[src/rtl/game_pkg.sv]
// Shared game constants: state encodings, screen size and object box origins.
// Imported by both the object tracker and the VGA renderer so coordinates stay in sync.
package game_pkg;

    typedef enum logic [3:0] {
        ST_TITLE  = 4'd0,
        ST_INTRO1 = 4'd1,
        ST_STAGE1 = 4'd2,
        ST_CLEAR1 = 4'd3,
        ST_STAGE2 = 4'd4,
        ST_CLEAR2 = 4'd5,
        ST_STAGE3 = 4'd6,
        ST_WIN    = 4'd7,
        ST_FAIL   = 4'd8
    } game_state_e;

    localparam int SCREEN_W     = 320;
    localparam int SCREEN_H     = 240;
    localparam int OBJ_SIZE_DEF = 20;
    localparam int SWITCH_X     = 100;
    localparam int SWITCH_Y     = 100;

    function automatic int key_x(input logic [1:0] idx);
        case (idx)
            2'd0:    return 65;
            2'd1:    return 235;
            2'd2:    return 235;
            default: return 0;
        endcase
    endfunction

    function automatic int key_y(input logic [1:0] idx);
        case (idx)
            2'd0:    return 35;
            2'd1:    return 35;
            2'd2:    return 205;
            default: return 0;
        endcase
    endfunction

    // Half-open box test: [x0, x0+size) x [y0, y0+size).
    function automatic logic in_box(input logic [8:0] x, input logic [8:0] y,
                                    input int x0, input int y0, input int size);
        return (int'(x) >= x0) && (int'(x) < x0 + size) &&
               (int'(y) >= y0) && (int'(y) < y0 + size);
    endfunction

endpackage

[src/rtl/obj_tracker_if.sv]
// Bundle between stage control/player logic (master) and the object tracker (slave).
interface obj_tracker_if;
    logic [3:0] state;
    logic       frame_tick;
    logic [8:0] player_x;
    logic [8:0] player_y;
    logic       interact;
    logic [1:0] key_find;
    logic       isDark;
    logic       key_pulse;
    logic       all_keys;

    modport master (
        output state, frame_tick, player_x, player_y, interact,
        input  key_find, isDark, key_pulse, all_keys
    );

    modport slave (
        input  state, frame_tick, player_x, player_y, interact,
        output key_find, isDark, key_pulse, all_keys
    );
endinterface

[src/rtl/obj_tracker_light_fsm.sv]
// STAGE2 lighting cycle: LIT/DARK alternate every DARK_PERIOD ticks, the switch
// forces a HELD (lit) phase of LIGHT_HOLD ticks before falling back to DARK.
module light_fsm #(
    parameter int DARK_PERIOD = 120,
    parameter int LIGHT_HOLD  = 180
) (
    input  logic clk,
    input  logic rst_n,
    input  logic enable,
    input  logic frame_tick,
    input  logic switch_hit,
    output logic isDark
);

    localparam int CW = $clog2(DARK_PERIOD);
    localparam int HW = (LIGHT_HOLD > 1) ? $clog2(LIGHT_HOLD) : 1;
    localparam logic [CW-1:0] CNT_LAST  = CW'(DARK_PERIOD - 1);
    localparam logic [HW-1:0] HOLD_LAST = HW'(LIGHT_HOLD - 1);

    localparam logic [1:0] LIT  = 2'd0;
    localparam logic [1:0] DARK = 2'd1;
    localparam logic [1:0] HELD = 2'd2;

    logic [1:0]    fsm;
    logic [CW-1:0] cnt;
    logic [HW-1:0] hold_cnt;

    always_ff @(posedge clk) begin
        if (!rst_n || !enable) begin
            fsm      <= LIT;
            cnt      <= '0;
            hold_cnt <= '0;
        end else begin
            case (fsm)
                LIT: if (frame_tick) begin
                    if (cnt == CNT_LAST) begin
                        fsm <= DARK;
                        cnt <= '0;
                    end else begin
                        cnt <= cnt + 1'b1;
                    end
                end
                // The switch wins over a period expiry landing in the same cycle.
                DARK: if (switch_hit) begin
                    fsm      <= HELD;
                    hold_cnt <= '0;
                end else if (frame_tick) begin
                    if (cnt == CNT_LAST) begin
                        fsm <= LIT;
                        cnt <= '0;
                    end else begin
                        cnt <= cnt + 1'b1;
                    end
                end
                HELD: if (frame_tick) begin
                    if (hold_cnt == HOLD_LAST) begin
                        fsm <= DARK;
                        cnt <= '0;
                    end else begin
                        hold_cnt <= hold_cnt + 1'b1;
                    end
                end
                default: fsm <= LIT;
            endcase
        end
    end

    always_ff @(posedge clk) begin
        if (!rst_n) isDark <= 1'b0;
        else        isDark <= (fsm == DARK);
    end

endmodule

[src/rtl/obj_tracker.sv]
// Key pickup tracking and STAGE2 darkness control, updated frame-synchronously.
// Optional macro DARK_BLOCKS_PICKUP_EN: pickups are suppressed while isDark is set.
module obj_tracker
    import game_pkg::*;
#(
    parameter int DARK_PERIOD = 120,
    parameter int LIGHT_HOLD  = 180,
    parameter int OBJ_SIZE    = OBJ_SIZE_DEF
) (
    input logic          clk,
    input logic          rst_n,
    obj_tracker_if.slave bus
);

    logic [3:0] prev_state;
    logic [1:0] key_find;
    logic       key_pulse;
    logic       all_keys;
    logic       is_dark;
    logic       in_stage;
    logic       entry;
    logic       key_hit;
    logic       switch_hit;
    logic       dark_block;
    logic       pickup;

    assign in_stage = (bus.state == ST_STAGE1) || (bus.state == ST_STAGE2) ||
                      (bus.state == ST_STAGE3);
    assign entry    = in_stage && (bus.state != prev_state);

    // Only the box of the next key in sequence counts.
    assign key_hit    = in_box(bus.player_x, bus.player_y, key_x(key_find), key_y(key_find), OBJ_SIZE);
    assign switch_hit = bus.interact && in_box(bus.player_x, bus.player_y, SWITCH_X, SWITCH_Y, OBJ_SIZE);

`ifdef DARK_BLOCKS_PICKUP_EN
    assign dark_block = is_dark;
`else
    assign dark_block = 1'b0;
`endif

    assign pickup = bus.frame_tick && in_stage && !entry && (key_find != 2'd3) &&
                    key_hit && !dark_block;

    always_ff @(posedge clk) begin
        if (!rst_n) begin
            prev_state <= ST_TITLE;
            key_find   <= 2'd0;
            key_pulse  <= 1'b0;
            all_keys   <= 1'b0;
        end else begin
            prev_state <= bus.state;
            key_pulse  <= 1'b0;
            if (entry || !in_stage) begin
                key_find <= 2'd0;
                all_keys <= 1'b0;
            end else if (pickup) begin
                key_find  <= key_find + 2'd1;
                key_pulse <= 1'b1;
                all_keys  <= (key_find == 2'd2);
            end
        end
    end

    light_fsm #(
        .DARK_PERIOD (DARK_PERIOD),
        .LIGHT_HOLD  (LIGHT_HOLD)
    ) u_light (
        .clk        (clk),
        .rst_n      (rst_n),
        .enable     ((bus.state == ST_STAGE2) && !entry),
        .frame_tick (bus.frame_tick),
        .switch_hit (switch_hit),
        .isDark     (is_dark)
    );

    assign bus.key_find  = key_find;
    assign bus.key_pulse = key_pulse;
    assign bus.all_keys  = all_keys;
    assign bus.isDark    = is_dark;

endmodule
[src/flat_wrapper.sv]
// flat-port wrapper written by rule: the top's interface ports become plain ports
module obj_tracker_flat import game_pkg::*;
#(
    parameter int DARK_PERIOD = 120,
    parameter int LIGHT_HOLD  = 180,
    parameter int OBJ_SIZE    = OBJ_SIZE_DEF
)
  (clk, rst_n, bus_state, bus_frame_tick, bus_player_x, bus_player_y, bus_interact, bus_key_find, bus_isDark, bus_key_pulse, bus_all_keys);
  obj_tracker_if bus_i ();
  input logic clk;
  input logic rst_n;
  input wire logic [$bits(bus_i.state)-1:0] bus_state;
  input wire logic [$bits(bus_i.frame_tick)-1:0] bus_frame_tick;
  input wire logic [$bits(bus_i.player_x)-1:0] bus_player_x;
  input wire logic [$bits(bus_i.player_y)-1:0] bus_player_y;
  input wire logic [$bits(bus_i.interact)-1:0] bus_interact;
  output wire logic [$bits(bus_i.key_find)-1:0] bus_key_find;
  output wire logic [$bits(bus_i.isDark)-1:0] bus_isDark;
  output wire logic [$bits(bus_i.key_pulse)-1:0] bus_key_pulse;
  output wire logic [$bits(bus_i.all_keys)-1:0] bus_all_keys;
  assign bus_i.state = bus_state;
  assign bus_i.frame_tick = bus_frame_tick;
  assign bus_i.player_x = bus_player_x;
  assign bus_i.player_y = bus_player_y;
  assign bus_i.interact = bus_interact;
  assign bus_key_find = bus_i.key_find;
  assign bus_isDark = bus_i.isDark;
  assign bus_key_pulse = bus_i.key_pulse;
  assign bus_all_keys = bus_i.all_keys;
  obj_tracker #(.DARK_PERIOD(DARK_PERIOD), .LIGHT_HOLD(LIGHT_HOLD), .OBJ_SIZE(OBJ_SIZE)) u_core (.clk(clk), .rst_n(rst_n), .bus(bus_i));
endmodule
[config.mk]
export PLATFORM = sky130hd
export DESIGN_NAME = obj_tracker_flat
export DESIGN_NICKNAME = d
export VERILOG_FILES = /design/src/rtl/game_pkg.sv /design/src/rtl/obj_tracker_if.sv /design/src/rtl/obj_tracker_light_fsm.sv /design/src/rtl/obj_tracker.sv /design/src/flat_wrapper.sv
export SDC_FILE = /design/constraint.sdc
export NUM_CORES = 1
export LEC_CHECK = 0
export CAP_MARGIN = 20
export CORE_MARGIN = 4
export CORE_UTILIZATION = 57
export CTS_CLUSTER_DIAMETER = 150
export CTS_CLUSTER_SIZE = 28
export DETAILED_ROUTE_END_ITERATION = 8
export PLACE_DENSITY = 0.88
export SYNTH_ARGS = -nofsm -noshare
export SYNTH_HDL_FRONTEND = slang
export SYNTH_SLANG_ARGS = --single-unit
[constraint.sdc]
create_clock -name clk -period 7.7 [get_ports clk]
set_input_delay 2.31 -clock clk [delete_from_list [all_inputs] [get_ports clk]]
set_output_delay 2.31 -clock clk [all_outputs]
set_load 0.05 [all_outputs]
==> results_dict.tcl, run 1 <==
# place-and-route summary
set metrics [dict create \
    netlist-cell-type-count 46 \
    critical_path_required_ns 7.91 \
    areaGrowthSynthToFinish_pct 21.4 \
    grt_first_pass_wirelength_mm 6.94 \
    number_of_global_route_vias_before_repair 1642 \
    path_class "input pin to register" \
    final_period_minus_worst_setup_slack_ns 4.66 \
    synth-seq-cells 26 \
    slew_viol_final 0 \
    clkSlewWorstSetupHoldPaths_ns 0.15 \
    final_layout_size_suffix_gt1_share_pct 4.84 \
    cts_inserted_buffers 3 \
    layout_top_cell "clkdlybuf4s50_1" \
    timing.max_cap.violations 0 \
    slew_headroom_pct 55.2 \
    antenna_left 0 \
    seq_area_um2 520 \
    synth.avg_cell_area_um2 8.45 \
    worstPathMaxFanout 11 \
    grt_antenna_before_repair 0 \
    finalHoldViolCount 0 \
    clock_latency_at_the_later_pin_of_the_worst_skew_pair_ns 0.33 \
    ys_warn_count 0 \
    max-vdd-ir-drop_mv 0.0754 \
    warnings 31 \
    cts_post_setup_buffers_inserted 0 \
    die_height_um 64.7 \
    ys_chip_area_mm2 0.00183 \
    totalPowerFinal_w 0.000265 \
    globalRouteTotalUtil_pct 20.3 \
    initial_utilization_pct 60.0 \
    fin_util_pct 72.9 \
    overflow 0 \
    run_status "completed" \
    grt_start_max_net_pins 16 \
    die-area_mm2 0.00419 \
    netlist_instances 217 \
    timing.critical_path.from_type "input pin" \
    drc 0 \
    post_synth_instance_area_mm2 0.00183 \
    post-dp-hpwl_mm 3.21 \
    worst_slew_pin_slew_ns 0.671 \
    clock_sinks 26 \
    edf_count 0 \
    vias_after_detailed_routing 1696 \
    static-leakage-power_nw 0.838 \
    fin_nets 301 \
    totalNegativeSetupSlack_ns 0 \
    class_of_the_tightest_hold_or_removal_check "register to register" \
    rsz0062_at_grt "false" \
    net_count_after_synthesis 269 \
    cts_tree "done" \
    n_antenna_cell 0 \
    post-route-period-util_pct 60.5 \
    core_ar_mm2 0.00305 \
    proportion_of_register_bits_with_asynchronous_set_or_reset_after_synthesis_pct 0 \
    globalplace.congestion 0.946 \
    clk_path_buf_depth 2 \
    wl_per_cell_um 13.7 \
    power_density_over_the_cells_mw_per_mm2 119 \
    finalSetupViolations 0 \
    chipWidth_um 64.7 \
    n_fill_cell 247 \
    synth_sequential_area_ratio_pct 28.4 \
    worstSetupEndpointType "register" \
    rows 20 \
    htree_num_levels 1 \
    drt-vias-per-instance 5.81 \
    root_buffer "clkbuf_4" \
    final-comb-area_mm2 0.00125 \
    ys_cells 217 \
    critPathArrivalTime_ns 4.87 \
    ctsHoldBuffers 0 \
    layout_top_cells_excl_fill_tap "30 x clkdlybuf4s50_1, 26 x ha_1, 26 x dfxtp_1" \
    timing.clock.skew_ns 0.0114 \
]
[run 1: flip-flops by register name, indices dropped and copies added, names as in the netlist]
register,cells
u_core.bus.all_keys,1
u_core.bus.key_find,2
u_core.bus.key_pulse,1
u_core.prev_state,4
u_core.u_light.cnt,7
u_core.u_light.fsm,2
u_core.u_light.hold_cnt,8
u_core.u_light.isDark,1
[run 1: synth_stat cells, types with 6 or more instances]
cell	number	area, um^2
xor2_1	6	52.6
nor2_1	19	71.3
and3_1	8	50.1
dfxtp_1	26	521
ha_1	26	325
o21ai_0	12	60.1
a21oi_1	17	85.1
nand3_1	8	40.0
nand2_1	14	52.6
nand4_1	8	50.1
inv_1	12	45.0
[run 1: power by group]
group	switching (W)	leakage [nW]	total [W]	internal, W
clock network	0.0000414	0.0279	0.0000941	0.0000527
logic	0.0000149	0.599	0.0000345	0.0000196
registers	0.000000516	0.210	0.000136	0.000136
total	0.0000568	0.838	0.000265	0.000208
[run 1: routing by layer]
metal | GRT usage [%] | wire (um)
met5 | 0 | 0
met1 | 23.4 | 1760
met4 | 5.80 | 93
met3 | 3.12 | 138
met2 | 38.2 | 2000
[run 1: cells by family (layout without fill, tap and decap cells)]
group                      count (synthesis)  after routing  synth area share [%]
adders and majority gates                 26             26                  17.7
DFF                                       26             26                  28.4
and+or+nand+nor                           92             92                  28.4
xor gates and xnor gates                   7              7                  3.34
buffers and inverters                     15             46                  3.28
muxes                                      2              2                  1.16
AOI/OAI and AO/OA                         49             49                  17.7
[run 1: per-stage QoR]
step | hold slack [ns] | std cells | worst slack (ns) | instance area, um^2
floorplan | 0.444 | 217 | 3.51 | 1830
global placement | 0.456 | 288 | 2.74 | 2170
detailed placement | 0.470 | 288 | 2.70 | 2170
CTS | 0.488 | 292 | 3.06 | 2230
global route | 0.511 | 292 | 2.94 | 2230
finish | 0.485 | 292 | 3.04 | 2230
[run 1: final timing paths]
path                                                          start                            endpoint  slack, ns  cells past startpoint
worst max-delay path                                bus_player_y[7]  u_core.u_light.cnt[3]$_SDFFE_PP0P_       3.04                      7
worst min register to register   u_core.u_light.cnt[1]$_SDFFE_PP0P_  u_core.u_light.cnt[1]$_SDFFE_PP0P_       0.48                      2
worst max register to register  u_core.bus.key_find[0]$_SDFFE_PP0P_    u_core.bus.all_keys$_SDFFE_PP0P_       4.94                     10
worst min-delay path             u_core.u_light.cnt[1]$_SDFFE_PP0P_  u_core.u_light.cnt[1]$_SDFFE_PP0P_       0.48                      2
[run 1: layout make-up]
cell class / count / share of cell area [%]
Clock inverter: 1 / 1.35
Clock buffer: 3 / 1.01
Inverter: 12 / 2.02
Multi-Input combinational cell: 176 / 56.3
Sequential cell: 26 / 23.4
Tap cell: 44 / 2.47
Timing Repair Buffer: 30 / 13.5
[run 1: critical path, stage by stage]
cell and delay, ns:
clkdlybuf4s50_1 0.46, or4b_1 0.52, or4_4 0.58, o311ai_2 0.63, nor2_1 0.16, nand3b_1 0.13, a21oi_1 0.07
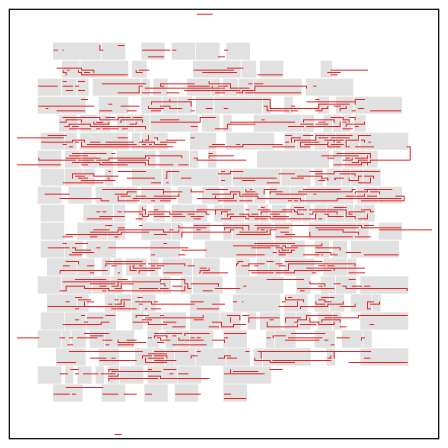
(run_1/met1.png)
The longest straight run is 17.0 um. The layer carries 1760 um of wire. The wires run mostly horizontal. The layer holds 44% of the routed length. 280 nets have wire on it.

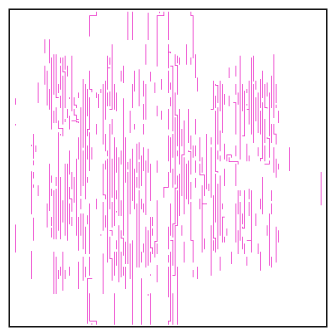
(run_1/met2.png)
256 nets have wire on it. The longest straight run is 28.0 um. The layer holds 50% of the routed length. The wires run mostly vertical.

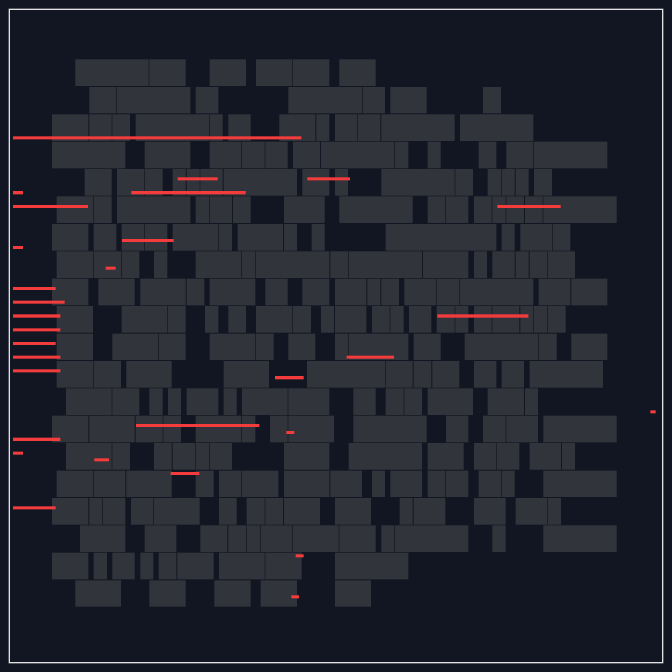
(run_1/met3.png)
The layer holds 3.5% of the routed length. 25 nets have wire on it.

==> run 2: changes to the inputs <==
--- a/config.mk
+++ b/config.mk
@@ -7,11 +7,11 @@
 export LEC_CHECK = 0
 export CAP_MARGIN = 20
 export CORE_MARGIN = 4
-export CORE_UTILIZATION = 57
+export CORE_UTILIZATION = 48
 export CTS_CLUSTER_DIAMETER = 150
 export CTS_CLUSTER_SIZE = 28
 export DETAILED_ROUTE_END_ITERATION = 8
-export PLACE_DENSITY = 0.88
+export PLACE_DENSITY = 0.79
 export SYNTH_ARGS = -nofsm -noshare
 export SYNTH_HDL_FRONTEND = slang
 export SYNTH_SLANG_ARGS = --single-unit
==> constraint.sdc (replaced) <==
create_clock -name clk -period 4 [get_ports clk]
set_input_delay 1.2 -clock clk [delete_from_list [all_inputs] [get_ports clk]]
set_output_delay 1.2 -clock clk [all_outputs]
set_load 0.05 [all_outputs]
==> results_dict.tcl, run 2 <==
# place-and-route summary
set metrics [dict create \
    power_density_over_the_cells_mw_per_mm2 220 \
    wl_per_cell_um 12.9 \
    static-leakage-power_nw 0.847 \
    finalSetupViolations 0 \
    post-route-period-util_pct 83.3 \
    slew_viol_final 0 \
    critical_path_required_ns 4.16 \
    synth_area_in_adders_pct 17.7 \
    ys_sh_xor_pct 3.34 \
    layout_top_cell "clkdlybuf4s50_1" \
    max_ffs_per_register 8 \
    clkSlewWorstSetupHoldPaths_ns 0.09 \
    critical_path.slowest_cell "or4_4" \
    post-dp-hpwl_mm 3.14 \
    synth.avg_cell_area_um2 8.45 \
    netlist_instances 217 \
    grt_first_pass_wirelength_mm 6.86 \
    antenna_left 0 \
    ys_cells 217 \
    class_of_the_tightest_hold_or_removal_check "register to register" \
    max_stage_delay_ns 0.58 \
    ctsHoldBuffers 0 \
    synthTopCellsByArea "dfxtp_1 28%, ha_1 18%, a21oi_1 4.6%" \
    yosysTopAreaCellShare_pct 28.4 \
    final_period_minus_worst_setup_slack_ns 3.33 \
    largest_area_cell "dfxtp_1" \
    timing.clock.skew_ns 0.00158 \
    cts_inserted_buffers 3 \
    placed_area_mm2 0.00219 \
    areaGrowthSynthToFinish_pct 22.7 \
    totalPowerFinal_w 0.000495 \
    drc 0 \
    die-area_mm2 0.00487 \
    final_layout_size_suffix_gt1_share_pct 5.60 \
    final_cell_area_mm2 0.00225 \
    globalplace.congestion 0.867 \
    net_count_after_synthesis 269 \
    timing.critical_path.from_type "input pin" \
    post_synthesis_share_of_cell_area_spent_on_and_or_nand_and_nor_gates_pct 28.4 \
    die_height_um 69.8 \
    grt_start_max_net_pins 15 \
    cts_tree "done" \
    number_of_global_route_vias_before_repair 1691 \
    path_class "input pin to register" \
    fin_nets 303 \
    slew_headroom_pct 66.6 \
    worstPathMaxFanout 7 \
    max-vdd-ir-drop_mv 0.121 \
    worstSetupEndpointType "register" \
    register_bank_with_the_most_flops "u_core.u_light.hold_cnt" \
    clk_path_buf_depth 2 \
    cts_post_setup_buffers_inserted 0 \
    synth_sequential_area_ratio_pct 28.4 \
    chipWidth_um 69.8 \
    finalHoldViolCount 0 \
    layout_top_cells_excl_fill_tap "30 x clkdlybuf4s50_1, 26 x ha_1, 26 x dfxtp_1" \
    run_status "completed" \
    worst_slew_pin_slew_ns 0.499 \
    htree_num_levels 1 \
    synth-seq-cells 26 \
    synthTopCellsByCount "26 x dfxtp_1, 26 x ha_1, 19 x nor2_1" \
    n_antenna_cell 0 \
    post-place-cells 294 \
    warnings 31 \
    synth.mux.area_fraction_pct 1.16 \
    rows 22 \
]
## run 2: final timing paths
check,from,to,slack (ns),cells after the start
worst max-delay path,bus_player_y[7],u_core.u_light.hold_cnt[5]$_SDFFE_PP0P_,0.67,7
worst min-delay path,u_core.u_light.cnt[1]$_SDFFE_PP0P_,u_core.u_light.cnt[1]$_SDFFE_PP0P_,0.48,2
worst max register to register,u_core.bus.key_find[0]$_SDFFE_PP0P_,u_core.bus.all_keys$_SDFFE_PP0P_,1.35,10
worst min register to register,u_core.u_light.cnt[1]$_SDFFE_PP0P_,u_core.u_light.cnt[1]$_SDFFE_PP0P_,0.48,2
## run 2: through the flow
stage          worst slack, ns  hold slack, ns
5_1_grt                  0.568           0.505
3_3_place_gp             0.422           0.456
3_5_place_dp             0.365           0.468
6_report                 0.669           0.478
2_1_floorplan            0.920           0.444
4_1_cts                  0.664           0.481
## run 2: cell type report
cell class	instances	area, um^2
Clock buffer	4	55.1
Inverter	12	45.0
Fill cell	344	1440
Tap cell	48	60.1
Multi-Input combinational cell	176	1250
Timing Repair Buffer	32	315
Sequential cell	26	520
## run 2: kinds of logic (layout without fill, tap and decap cells)
| family | after synthesis | in the layout |
|---|---|---|
| DFF | 26 | 26 |
| muxes | 2 | 2 |
| adders and majority gates | 26 | 26 |
| and+or+nand+nor | 92 | 92 |
| AOI/OAI and AO/OA | 49 | 49 |
| buffers and inverters | 15 | 48 |
| xor gates and xnor gates | 7 | 7 |
## run 2: worst max-delay path, delay by kind of cell
| family | cells | cell delay (ns) |
|---|---|---|
| AND-OR/OR-AND | 1 | 0.37 |
| AND/OR/NAND/NOR | 4 | 1.30 |
| XOR/XNOR | 1 | 0.17 |
| buffers and inverters | 1 | 0.45 |
## run 2: where the power goes
part / total, W / switching [W] / internal, W / leakage, nW
Sequential: 0.000262 / 0.00000110 / 0.000261 / 0.210
Combinational: 0.0000660 / 0.0000279 / 0.0000381 / 0.608
Clock: 0.000167 / 0.0000789 / 0.0000878 / 0.0288
Total: 0.000495 / 0.000108 / 0.000387 / 0.847
## run 2: per-layer routing
metal	track usage, %	share of wire, %	vias up
met2	30.4	51	31
met1	19.1	45	760
met3	3.48	2.9	6
met4	4.04	1.5	0
li1	-	-	869
met5	0	0	-
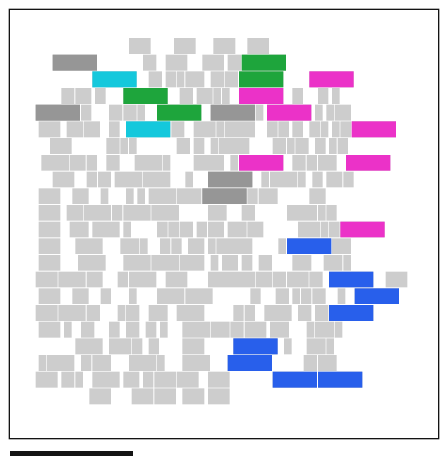
(run_2/registers.png)
Bar = 20 um. Other sequential cells in the stronger gray, the rest of the logic in the fainter gray.
Key: magenta = u_core.u_light.cnt [sequential cells 7, where top right]; green = u_core.prev_state [sequential cells 4, where top middle]; blue = u_core.u_light.hold_cnt [sequential cells 8, where bottom right]; cyan = u_core.bus.key_find [sequential cells 2]
Another 5 sequential cells are not colored.
core occupancy in the finished layout: 61.0%
area taken by flip-flops and latches: 520 um^2
register fraction of the total cell area: 23.1%
Seq group: 0.000262 W

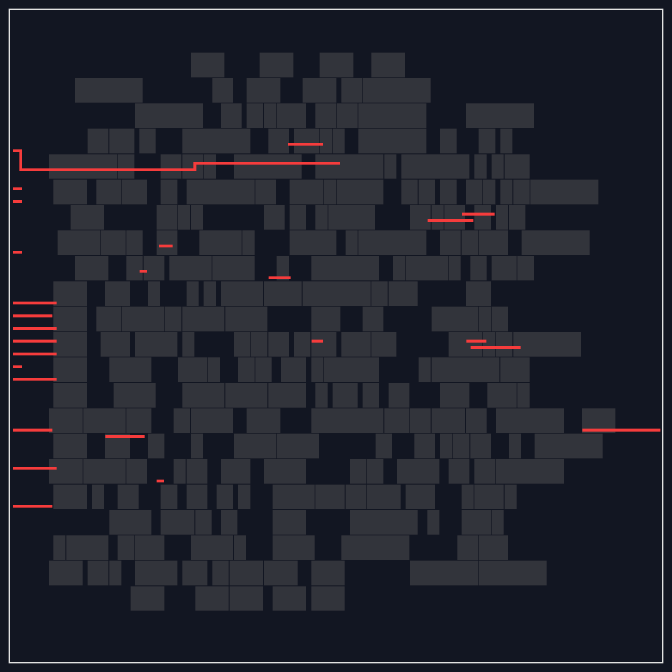
(run_2/met3.png)
The wires run mostly horizontal. 23 nets have wire on it.
M3 GR Usage: 3.48%
total wire length after detailed routing: 3.85 mm
vias after detailed routing: 1666

==> run 3: changes to the inputs <==
==> constraint.sdc (replaced) <==
create_clock -name clk -period 2.84 [get_ports clk]
set_input_delay 0.852 -clock clk [delete_from_list [all_inputs] [get_ports clk]]
set_output_delay 0.852 -clock clk [all_outputs]
set_load 0.05 [all_outputs]
==> results_dict.tcl, run 3 <==
# place-and-route summary
set metrics [dict create \
    synthTopCellsByCount "26 x dfxtp_1, 26 x ha_1, 19 x nor2_1" \
    finalSetupViolations 0 \
    layout_top_registers "u_core.u_light.hold_cnt x8, u_core.u_light.cnt x7, u_core.prev_state x4" \
    warnings 31 \
    worstPathMaxFanout 6 \
    number_of_global_route_vias_before_repair 1595 \
    root_buffer "clkbuf_8" \
    combPwrFrac_pct 13.4 \
    yosysTopAreaCellShare_pct 28.4 \
    netlist_instances 217 \
    ctsHoldBuffers 0 \
    worst_slew_pin_slew_ns 0.499 \
    layout_top_cells_excl_fill_tap "26 x ha_1, 26 x clkdlybuf4s50_1, 26 x dfxtp_1" \
    initial_utilization_pct 49.7 \
    wl_per_cell_um 12.7 \
    cts_tree "done" \
    ys_warn_count 0 \
    path_class "input pin to register" \
    rows 22 \
    die-area_mm2 0.00487 \
    max_stage_delay_ns 0.59 \
    run_status "completed" \
    critical_path.slowest_cell "or4_4" \
    p_int_w 0.000616 \
    proportion_of_register_bits_with_asynchronous_set_or_reset_after_synthesis_pct 0 \
    synth-seq-cells 26 \
    core_ar_mm2 0.00369 \
    post-place-cells 304 \
    sw_frac_of_total_pct 20.2 \
    chipWidth_um 69.8 \
    final_cells 310 \
    globalplace.congestion 0.917 \
    die_height_um 69.8 \
    cts_inserted_buffers 3 \
    final-comb-area_mm2 0.00127 \
    timing.clock.skew_ns 0.00266 \
    n_antenna_cell 0 \
    timing.critical_path.from_type "input pin" \
    globalRouteTotalUtil_pct 16.4 \
    max-vdd-ir-drop_mv 0.227 \
    synthTopCellsByArea "dfxtp_1 28%, ha_1 18%, a21oi_1 4.6%" \
    io_buffer_count 30 \
    finalHoldViolCount 0 \
    ys_cells 217 \
    grt_antenna_before_repair 0 \
    clock_sinks 26 \
    post-route-period-util_pct 95.5 \
    register_bank_with_the_most_flops "u_core.u_light.hold_cnt" \
    largest_area_cell "dfxtp_1" \
    worstSetupEndpointType "register" \
    class_of_the_tightest_hold_or_removal_check "register to register" \
    post-dp-hpwl_mm 3.20 \
    fin_ws_ns 0.129 \
    n_fill_cell 340 \
    final_layout_size_suffix_gt1_share_pct 10.3 \
    htree_num_levels 1 \
    preCtsSetupSlack_ns -0.421 \
    synth_sequential_area_ratio_pct 28.4 \
    critical_path_required_ns 3.00 \
    net_count_after_synthesis 269 \
    edf_count 0 \
    synth.avg_cell_area_um2 8.45 \
    grt_start_max_net_pins 16 \
    grt_first_pass_wirelength_mm 6.71 \
    rsz0062_at_grt "false" \
    ys_chip_area_mm2 0.00183 \
    drt-vias-per-instance 5.59 \
    fin_nets 315 \
    drc 0 \
]
run 3: power groups by stage:
stage	clock, W	combinational, W	sequential (W)
final	0.000300	0.000103	0.000369
after global routing	0.000321	0.000114	0.000369
after CTS	0.000306	0.000103	0.000369
after detailed placement	0	0.000102	0.000377
after global placement	0	0.000100	0.000377
after floorplan	0	0.0000404	0.000377
run 3: what timing repair did:
action                                  CTS  global route
pin swaps                                 6             6
setup buffers                             0             1
cloned                                    1             0
endpoints found under the setup margin   16             4
gates resized                             8             3
run 3: cell families (layout without fill, tap and decap cells):
logic type      Yosys count  after routing  share of synthesized area, %
compound gates           49             49                          17.7
xor+xnor                  7              7                          3.34
fa+ha+maj                26             26                          17.7
buf+inv                  15             60                          3.28
flops                    26             26                          28.4
mux                       2              2                          1.16
simple gates             92             92                          28.4
run 3: cell type report:
type / instances / share of cell area (%)
multi-input cells: 176 / 53.5
flip-flops and latches: 26 / 22.0
repair buffers: 44 / 17.1
well taps: 48 / 2.54
inverters: 12 / 1.90
clock buffers: 3 / 1.74
clock inverters: 1 / 1.27
run 3: worst paths after layout:
kind / from / to / slack [ns] / cells after the start
min reg2reg: u_core.u_light.cnt[1]$_SDFFE_PP0P_ / u_core.u_light.cnt[1]$_SDFFE_PP0P_ / 0.47 / 2
max: bus_player_y[8] / u_core.u_light.hold_cnt[7]$_SDFFE_PP0P_ / 0.13 / 7
max reg2reg: u_core.bus.key_find[0]$_SDFFE_PP0P_ / u_core.bus.all_keys$_SDFFE_PP0P_ / 0.25 / 10
min: u_core.u_light.cnt[1]$_SDFFE_PP0P_ / u_core.u_light.cnt[1]$_SDFFE_PP0P_ / 0.47 / 2
run 3: per-stage QoR:
step	total power (W)	area [um^2]	util (%)	hold WS (ns)	setup TNS, ns
2_1_floorplan	0.000417	1830	-	0.444	0
3_3_place_gp	0.000477	2270	61.5	0.456	-6.18
3_5_place_dp	0.000479	2270	61.5	0.463	-6.78
4_1_cts	0.000778	2360	63.9	0.476	0
5_1_grt	0.000805	2370	64.2	0.501	0
6_report	0.000772	2370	64.2	0.475	0
run 3: worst max-delay path, delay by kind of cell:
family / cells / cell delay (ns)
compound gates: 1 / 0.35
xor+xnor: 1 / 0.16
buf+inv: 1 / 0.19
simple gates: 4 / 1.32
run 3: metal layers:
layer / wire, um / GRT usage [%] / vias up
li1: - / - / 899
met1: 1800 / 20.3 / 793
met2: 1940 / 28.8 / 31
met3: 120 / 2.90 / 10
met4: 80 / 4.68 / 0
met5: 0 / 0 / -
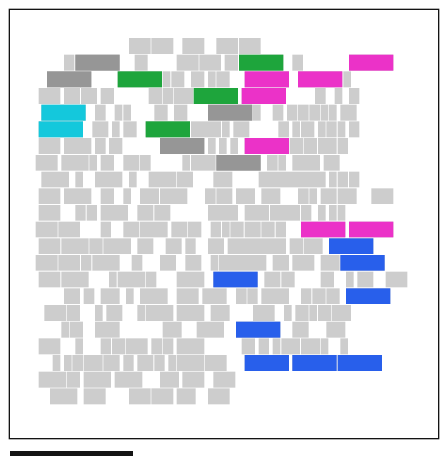
(run_3/registers.png)
Bar = 20 um. Other sequential cells in the stronger gray, the rest of the logic in the fainter gray.
Key: magenta = u_core.u_light.cnt [sequential cells 7, where top right]; green = u_core.prev_state [sequential cells 4, where top middle]; blue = u_core.u_light.hold_cnt [sequential cells 8]; cyan = u_core.bus.key_find [sequential cells 2]
Another 5 sequential cells are not colored.
Seq group: 0.000369 W
core occupancy in the finished layout: 64.2%
register fraction of the total cell area: 22.0%

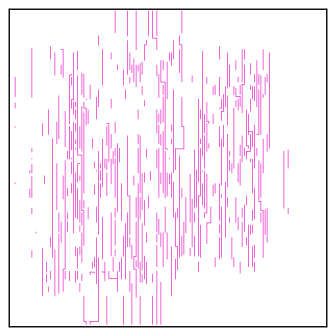
(run_3/met2.png)
274 nets have wire on it. The layer carries 1940 um of wire. The layer holds 49% of the routed length. The wires run mostly vertical.
M2 GR Usage: 28.8%
total wire length after detailed routing: 3.93 mm


==> screenshots <==
Congestion heat map.
image #1
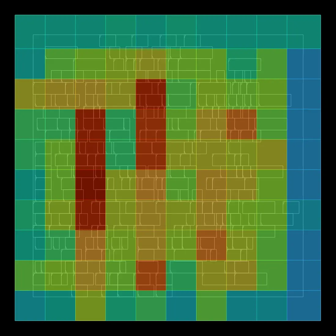
image #2
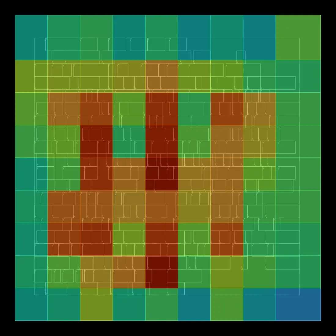
The one with the highest track usage is image #2.
Image #1 comes from run 2.
Image #2 comes from run 1.

Power and IR drop assume default switching activity.
